File: src/rtl/rx_gather_fifo_pkg.sv
// rx_gather_fifo_pkg: sizing constants and shared types for the RX gather FIFO
package rx_gather_fifo_pkg;
    localparam int FifoEntryWidth     = 8;
    localparam int FifoEntryWidthSize = 3;
    localparam int FifoAddrWidth      = 6;
    localparam int FifoBlockAddrWidth = FifoAddrWidth - FifoEntryWidthSize;
    localparam int FifoBlockSize      = 1 << FifoBlockAddrWidth;
    typedef logic [FifoEntryWidthSize:0] pop_width_t;
    typedef logic [FifoAddrWidth-1:0]    fifo_ptr_t;
endpackage

File: src/rtl/rx_gather_fifo_sdpram_block.sv
// rx_gather_fifo_sdpram_block: one byte bank, single write port, synchronous read held until the next read
module rx_gather_fifo_sdpram_block
    import rx_gather_fifo_pkg::*;
#(
    parameter int DataWidth = 8,
    parameter int AddrWidth = FifoBlockAddrWidth
) (
    input  logic                 clk,
    input  logic                 rst_n,
    input  logic                 we,
    input  logic [AddrWidth-1:0] waddr,
    input  logic [DataWidth-1:0] wdata,
    input  logic                 re,
    input  logic [AddrWidth-1:0] raddr,
    output logic [DataWidth-1:0] rdata
);
    logic [DataWidth-1:0] mem_q [1 << AddrWidth];
    logic [DataWidth-1:0] rdata_q, rdata_d;
    always_ff @(posedge clk) begin
        if (we) mem_q[waddr] <= wdata;
    end
    always_comb rdata_d = re ? mem_q[raddr] : rdata_q;
    // only the read register is reset; the array keeps its contents
    always_ff @(posedge clk or negedge rst_n) begin
        if (!rst_n) rdata_q <= '0;
        else rdata_q <= rdata_d;
    end
    assign rdata = rdata_q;
endmodule

File: src/rtl/rx_gather_fifo.sv
// rx_gather_fifo: byte-push / multi-byte-pop RX FIFO over interleaved byte banks, one read cycle per pop
module rx_gather_fifo #(
    parameter int FifoEntryWidth     = rx_gather_fifo_pkg::FifoEntryWidth,
    parameter int FifoEntryWidthSize = rx_gather_fifo_pkg::FifoEntryWidthSize,
    parameter int FifoAddrWidth      = rx_gather_fifo_pkg::FifoAddrWidth,
    parameter int FifoBlockAddrWidth = rx_gather_fifo_pkg::FifoBlockAddrWidth
) (
    input  logic                          clk,
    input  logic                          reset,
    input  logic                          push_valid,
    input  logic [7:0]                    push_data,
    output logic                          push_ready,
    input  logic                          pop_req,
    input  logic [FifoEntryWidthSize:0]   pop_width,
    output logic                          rdata_valid,
    output logic [FifoEntryWidth*8-1:0]   rdata,
    output logic                          pop_err,
    output logic [FifoAddrWidth:0]        level,
    output logic                          empty,
    output logic                          full,
    output logic                          overrun,
    input  logic                          clear_overrun
);
    import rx_gather_fifo_pkg::*;
    localparam int Depth = 1 << FifoAddrWidth;
    localparam int Ws = FifoEntryWidthSize;
    logic [FifoAddrWidth-1:0] wr_ptr_q, wr_ptr_d, rd_ptr_q, rd_ptr_d;
    logic [FifoAddrWidth:0]   level_q, level_d, pop_bytes;
    logic [Ws-1:0]            off_q, off_d;
    logic [Ws:0]              width_q, width_d;
    logic                     rdata_valid_q, rdata_valid_d;
    logic                     pop_err_q, pop_err_d;
    logic                     overrun_q, overrun_d;
    logic                     push_acc, pop_acc, width_ok;
    logic [7:0]               bank_rdata [FifoEntryWidth];
    assign full        = level_q == (FifoAddrWidth+1)'(Depth);
    assign empty       = level_q == '0;
    assign push_ready  = !full;
    assign level       = level_q;
    assign rdata_valid = rdata_valid_q;
    assign pop_err     = pop_err_q;
    assign overrun     = overrun_q;
    always_comb begin
        push_acc      = push_valid && push_ready;
        width_ok      = pop_width != '0 && pop_width <= (Ws+1)'(FifoEntryWidth);
        pop_bytes     = (FifoAddrWidth+1)'(pop_width);
        pop_acc       = pop_req && width_ok && pop_bytes <= level_q;
        wr_ptr_d      = wr_ptr_q + FifoAddrWidth'(push_acc);
        rd_ptr_d      = rd_ptr_q + (pop_acc ? FifoAddrWidth'(pop_width) : '0);
        level_d       = level_q + (FifoAddrWidth+1)'(push_acc) - (pop_acc ? pop_bytes : '0);
        off_d         = pop_acc ? rd_ptr_q[Ws-1:0] : off_q;
        width_d       = pop_acc ? pop_width : width_q;
        rdata_valid_d = pop_acc;
        pop_err_d     = pop_req && !pop_acc;
        overrun_d     = (push_valid && !push_ready) || (overrun_q && !clear_overrun);
    end
    always_ff @(posedge clk or negedge reset) begin
        if (!reset) begin
            wr_ptr_q      <= '0;
            rd_ptr_q      <= '0;
            level_q       <= '0;
            off_q         <= '0;
            width_q       <= '0;
            rdata_valid_q <= 1'b0;
            pop_err_q     <= 1'b0;
            overrun_q     <= 1'b0;
        end else begin
            wr_ptr_q      <= wr_ptr_d;
            rd_ptr_q      <= rd_ptr_d;
            level_q       <= level_d;
            off_q         <= off_d;
            width_q       <= width_d;
            rdata_valid_q <= rdata_valid_d;
            pop_err_q     <= pop_err_d;
            overrun_q     <= overrun_d;
        end
    end
    // banks below the lane offset belong to the next row of this pop
    for (genvar k = 0; k < FifoEntryWidth; k++) begin : g_bank
        logic [FifoBlockAddrWidth-1:0] raddr;
        assign raddr = rd_ptr_q[FifoAddrWidth-1:Ws]
                     + FifoBlockAddrWidth'(Ws'(k) < rd_ptr_q[Ws-1:0]);
        rx_gather_fifo_sdpram_block #(
            .DataWidth(8),
            .AddrWidth(FifoBlockAddrWidth)
        ) u_bank (
            .clk   (clk),
            .rst_n (reset),
            .we    (push_acc && wr_ptr_q[Ws-1:0] == Ws'(k)),
            .waddr (wr_ptr_q[FifoAddrWidth-1:Ws]),
            .wdata (push_data),
            .re    (pop_acc),
            .raddr (raddr),
            .rdata (bank_rdata[k])
        );
    end
    // output byte j (from the LSB) is pop byte w-1-j, held in bank (off + w-1-j) mod W
    for (genvar j = 0; j < FifoEntryWidth; j++) begin : g_lane
        logic [Ws-1:0] src;
        assign src = off_q + width_q[Ws-1:0] - Ws'(j + 1);
        assign rdata[j*8 +: 8] = ((Ws+1)'(j) < width_q) ? bank_rdata[src] : 8'h00;
    end
endmodule

File: config.mk
export PLATFORM = sky130hd
export DESIGN_NAME = rx_gather_fifo
export DESIGN_NICKNAME = d
export VERILOG_FILES = /design/src/rtl/rx_gather_fifo_pkg.sv /design/src/rtl/rx_gather_fifo_sdpram_block.sv /design/src/rtl/rx_gather_fifo.sv
export SDC_FILE = /design/constraint.sdc
export NUM_CORES = 1
export LEC_CHECK = 0
export CORE_MARGIN = 3
export CORE_UTILIZATION = 55
export DETAILED_ROUTE_END_ITERATION = 7
export PLACE_DENSITY = 0.75
export SLEW_MARGIN = 0
export SYNTH_ARGS = -nofsm -noshare
export SYNTH_HDL_FRONTEND = slang
export SYNTH_SLANG_ARGS = --single-unit
File: constraint.sdc
create_clock -name clk -period 8.55 [get_ports clk]
set_input_delay 0.855 -clock clk [delete_from_list [all_inputs] [get_ports clk]]
set_output_delay 0.855 -clock clk [all_outputs]
set_load 0.02 [all_outputs]
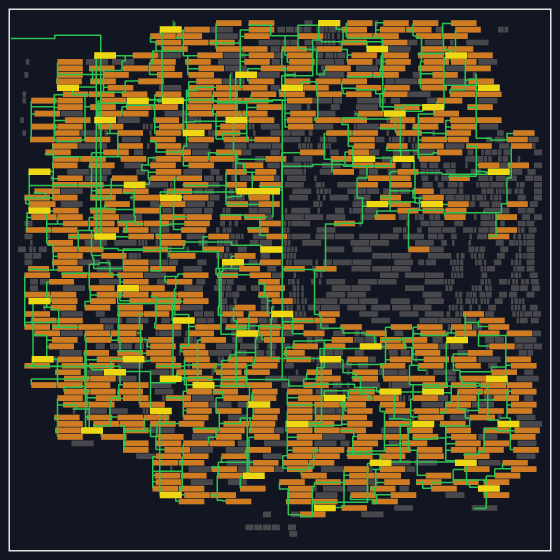
run_1/clk_routes.png
[flip-flops] orange | count: 605
[clock drivers] yellow | count: 59
[clock wires] green | length: 6640 um
flops lie: all over the die
routed clock nets: 60

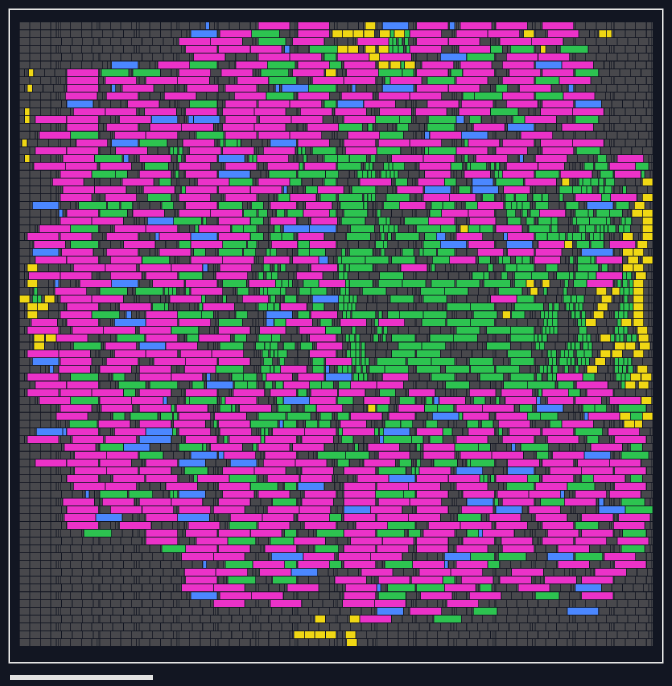
run_1/placement_by_type.png
The bar under the picture is 50 um long. Fill, decap, tap and diode cells in grey.
[other buffers and delay cells] yellow | cells: 103 | share of their area: 3.3%
[flops] magenta | cells: 605 | share of their area: 60%
[clock drivers and dummy loads] blue | cells: 111 | share of their area: 6.7%
[combinational and other logic] green | cells: 748 | share of their area: 30%
final instance area: 30100 um^2
Row Count: 80

==> CHANGELOG.md, run 1 <==
## Flow update

- Yosys reg bits: around 610
- Slew HR: between 2 and 3%
- Initial drt markers: around 1500
- Die Size: about 52000 um^2
- Cells after synthesis: between 1000 and 1500
- Worst setup margin: about 3000 ps
- RSZ-0062 raised after global routing: false
- R2R Path End: level[6]
- Largest net degree at the start of global routing: between 60 and 70
- # diodes: 0
- First-pass GRT wire length: ~91 mm
- Die H: between 200 and 250 um
- Buffers on Ports: just over 90
- Outcome: finished, final reports clean
- Crit path kind: reg2out
- Avg Vias per Cell: 6.41
- Max Clk Rate: between 150 and 200 MHz
- Worst-Skew Late Latency: 620 ps
- Worst path required time: roughly 7700 ps
- Vias: 14000
- Postcts setup bufs: 0
- Overflow after GRT: 0
- Routed wire per std cell: 28.2 um
- HP Class: in2async
- Layout cell share with drive strength beyond 1: 23.5%
- Final ANT Viol Nets: 0
- Global route hottest layer: met2
- Final setup viols: 0
- Clock Skews: ~18 ps
- Final slew viol count: 0
- Register-to-register setup slack: approximately 4700 ps
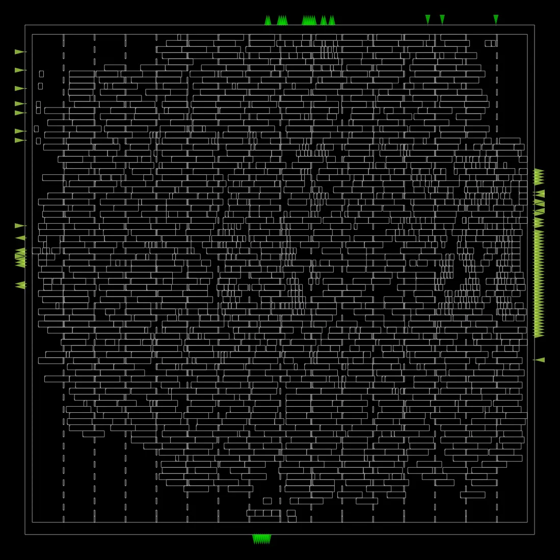
run_1/placement.png
well tap count: 615
Final Util: 62.7%
flop count: 605

## run 1: critical path: stages (launching register included)
cell and delay (ps):
dfrtp_1 450, ha_4 190, fa_2 1140, inv_1 210
ha_1 310, xnor2_2 770, nand2_1 150, a21oi_1 200
clkdlybuf4s50_1 640
## run 1: cell type report
class	count	area [um^2]
Clock inverter	45	427
Fill cell	3289	17900
Tap cell	615	769
Timing Repair Buffer	103	963
Inverter	15	56.3
Sequential cell	605	17700
Clock buffer	66	1550
Multi-Input combinational cell	733	8650
## run 1: cell usage in the layout (no fill, tap or decap), drive strengths merged, types with 3 or more instances in the layout
| master | count |
|---|---|
| clkinv | 32 |
| inv | 18 |
| nand2 | 138 |
| fa | 3 |
| ha | 39 |
| xor2 | 14 |
| nor2 | 70 |
| nor2b | 5 |
| and3 | 3 |
| o21ai | 3 |
| o21bai | 3 |
| dfrtp | 93 |
| a21oi | 64 |
| nor3 | 3 |
| a21o | 4 |
| clkbuf | 66 |
| edfxtp | 512 |
| mux4 | 192 |
| clkdlybuf4s50 | 84 |
| mux2 | 135 |
| a21boi | 8 |
| buf | 19 |
| and2 | 6 |
| nand3 | 8 |
| xnor2 | 16 |
| bufinv | 8 |
## run 1: metal layers
layer	vias to the layer above	wire, um	share of wire [%]
li1	5951	-	-
met1	7294	25500	41
met3	111	5740	9.3
met5	-	0	0
met4	0	2100	3.4
met2	639	28200	46
## run 1: worst min path at each step
stage	to	slack [ps]	cells past startpoint
floorplan	off_q[0]	490	1
finish	g_bank[3].u_bank.rdata[5]	240	1
global route	g_bank[3].u_bank.rdata[5]	270	1
CTS	g_bank[3].u_bank.rdata[5]	250	1
detailed placement	overrun	550	2
global placement	overrun	520	2
## run 1: cell families (layout without fill, tap and decap cells)
family	count (synthesis)	in the layout	synth area share [%]
adders and majority gates	42	42	2.04
DFF	605	605	65.8
AOI/OAI and AO/OA	88	88	1.84
and+or+nand+nor	246	246	3.77
xor gates and xnor gates	30	30	1.31
buffers and inverters	91	229	2.21
muxes	327	327	23.1
## run 1: flip-flops by register name, summed over array words and instances, names as in the netlist
register and count:
wr_ptr_q 6, rdata_valid 1, rd_ptr_q 6, g_bank.u_bank.rdata 64
g_bank.u_bank.mem_q 512, level 7, off_q 3, pop_err 1
width_q 4, overrun 1
## run 1: per-stage QoR
| stage | hold WS (ps) | area, um^2 | utilization [%] |
|---|---|---|---|
| global placement | 522 | 28100 | 58.6 |
| global route | 270 | 30100 | 62.7 |
| finish | 244 | 30100 | 62.7 |
| CTS | 248 | 30100 | 62.7 |
| floorplan | 487 | 26900 | - |
| detailed placement | 545 | 28100 | 58.6 |
==> run 2: changes to the inputs <==
--- a/config.mk
+++ b/config.mk
@@ -8,7 +8,7 @@
 export CORE_MARGIN = 3
 export CORE_UTILIZATION = 55
 export DETAILED_ROUTE_END_ITERATION = 7
-export PLACE_DENSITY = 0.75
+export PLACE_DENSITY = 0.78
 export SLEW_MARGIN = 0
 export SYNTH_ARGS = -nofsm -noshare
 export SYNTH_HDL_FRONTEND = slang
==> constraint.sdc (replaced) <==
create_clock -name clk -period 4.55 [get_ports clk]
set_input_delay 0.455 -clock clk [delete_from_list [all_inputs] [get_ports clk]]
set_output_delay 0.455 -clock clk [all_outputs]
set_load 0.02 [all_outputs]
==> run 2 against run 1 <==
  * Die area did not move
  * Synthesized area stayed put
  * Critical endpoint is now rdata[38]
  * Largest cell class unchanged
==> CHANGELOG.md, run 2 <==
## Flow update

- Avg Vias per Cell: 6.48 (+1.1%)
- Buffers on Ports: 93 (unchanged)
- Routed wire per std cell: 28.8 um (+1.9%)
- Top cell excl fill/tap: edfxtp_1
- Residual DRC: 0
- First-pass GRT wire length: 92.5 mm (+1.6%)
- Overflow after GRT: 0 (unchanged)
- Final ANT Viol Nets: 0 (unchanged)
- Worst path required time: 4090 ps (-3610 ps)
- Async SR Flop Fraction: approximately 15%
- Outcome: finished, final reports clean
- Largest reg by FF count: g_bank.u_bank.mem_q
- Layout filler cell count: 3272 (-0.52%)
- CTS Root Cell: clkbuf_16
- Die Size: 51600 um^2 (unchanged)
- Nets: roughly 1600
- Cells after synthesis: 1429 (unchanged)
- FP Core Util: 56.0%
- Final instance area: 30100 um^2 (-0.17%)
- MI comb area: 8690 um^2 (+0.46%)
- Row Count: 80 (unchanged)
- Max Clk Rate: between 200 and 250 MHz
- Worst-Skew Late Latency: 610 ps (about the same)
- CTS tree: built
- Largest net degree at the start of global routing: 65 (-3.0%)
- RSZ-0062 raised after global routing: false
- Clk pin slew, worst setup/hold paths: ~60 ps
- Most frequent logic cells in the routed design: edfxtp_1 (512), nand2_1 (138), mux2_2 (119), mux4_2 (112), dfrtp_1 (93)
- Crit path kind: reg2out
- Clock Skews: 10.5 ps (-7.41 ps)
- Initial drt markers: 1701 (+15%)
- Placed inst area: 28300 um^2 (+0.41%)
- Die H: 227 um (unchanged)
- # diodes: 0 (unchanged)
- Layout cell share with drive strength beyond 1: 24.0% (+0.50 points)
- HP Class: in2async
- Largest register FFs: 512 (unchanged)
- Yosys reg bits: 605 (unchanged)
- Final slew viol count: 0 (unchanged)
- Mapped Nets: approximately 1500
- Slew HR: 15.7% (+13 points)
- Final setup viols: 0 (unchanged)
==> run 2: cell counts after synthesis <==
No cell type changed its count.
==> run 2: cells by family (layout without fill, tap and decap cells) <==
group,after synthesis,after routing,share of synthesized area (%)
compound gates,88,88,1.84
xor+xnor,30,30,1.31
fa+ha+maj,42,42,2.04
buf+inv,91,238,2.21
flops,605,605,65.8
mux,327,327,23.1
simple gates,246,246,3.77
==> run 2: what timing repair did <==
action,CTS,global route
hold endpoints to repair,41,0
setup endpoints to repair,28,20
setup buffers,0,1
gates resized,5,7
pin swaps,0,1
hold buffers,1,0
==> run 2: layout make-up <==
cell class | count | area share [%]
clock inverters | 22 | 0.445
clock buffers | 83 | 5.31
flip-flops and latches | 605 | 58.9
well taps | 615 | 2.56
multi-input cells | 733 | 28.9
inverters | 15 | 0.187
repair buffers | 118 | 3.71
==> run 2: final timing paths <==
path                                        endpoint  cells after the start     startpoint  slack (ps)
max                                        rdata[38]                     10     width_q[0]          40
min                        g_bank[6].u_bank.rdata[7]                      2          reset         390
max reg2reg                                 level[6]                     15       level[1]        1150
min reg2reg                                  overrun                      2        overrun         560
max in group asynchronous  g_bank[4].u_bank.rdata[6]                      3          reset        3030
min in group clk                             overrun                      2  clear_overrun         430
==> run 2: worst max-delay path, cell delays in order, from the launching register on <==
cell             delay, ps
dfrtp_1                470
ha_4                   200
fa_2                   590
buf_12                 250
inv_1                  160
ha_1                   270
xnor2_2                310
buf_4                  260
nand2_1                 70
a21oi_1                180
clkdlybuf4s50_1        650
==> run 2: per-layer routing <==
metal	vias to the layer above	global-route usage, %	share of wire, %
met5	-	0	0.029
met4	2	7.94	3.2
met3	126	7.40	11
met2	723	38.7	47
met1	7380	34.9	40
li1	5970	-	-
==> run 2: metrics by stage <==
stage / instances / hold slack, ps / util, % / worst slack [ps]
2_1_floorplan: 1429 / 159 / - / 1360
3_3_place_gp: 2082 / 488 / 58.8 / 334
3_5_place_dp: 2083 / 497 / 58.8 / 332
4_1_cts: 2189 / 414 / 62.5 / 2.65
5_1_grt: 2191 / 438 / 62.6 / 9.48
6_report: 2191 / 393 / 62.6 / 42.7
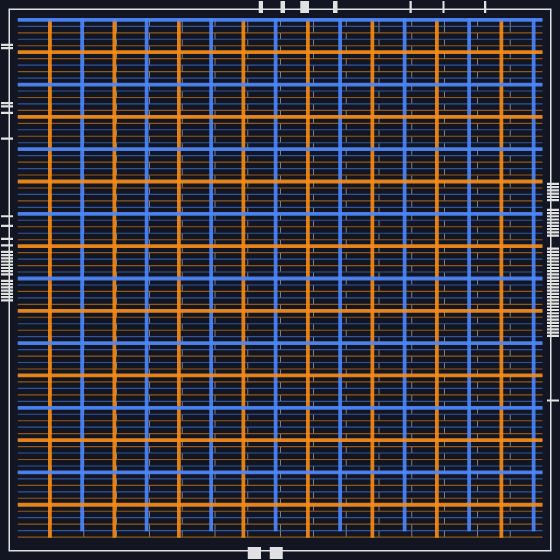
run_2/power_grid.png
Pins as bars on the die edge. Tap cells in grey.
[VSS] orange
[VDD] blue
met5 straps: 16
met4 straps: 16
met1 rails: 81
tap cells: 615

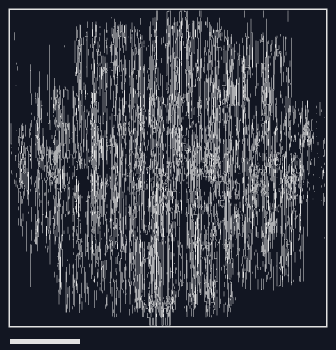
run_2/layer_met2.png
The bar under the picture is 50 um long.
wire length on this layer: 29.5 mm
share of all routed wire: 47%
nets with wire on the layer: 1438
longest straight run: 97.4 um
main direction: vertical
Vias: 14200
Detailed Route WL: 63.0 mm
GR Util met2: 38.7%

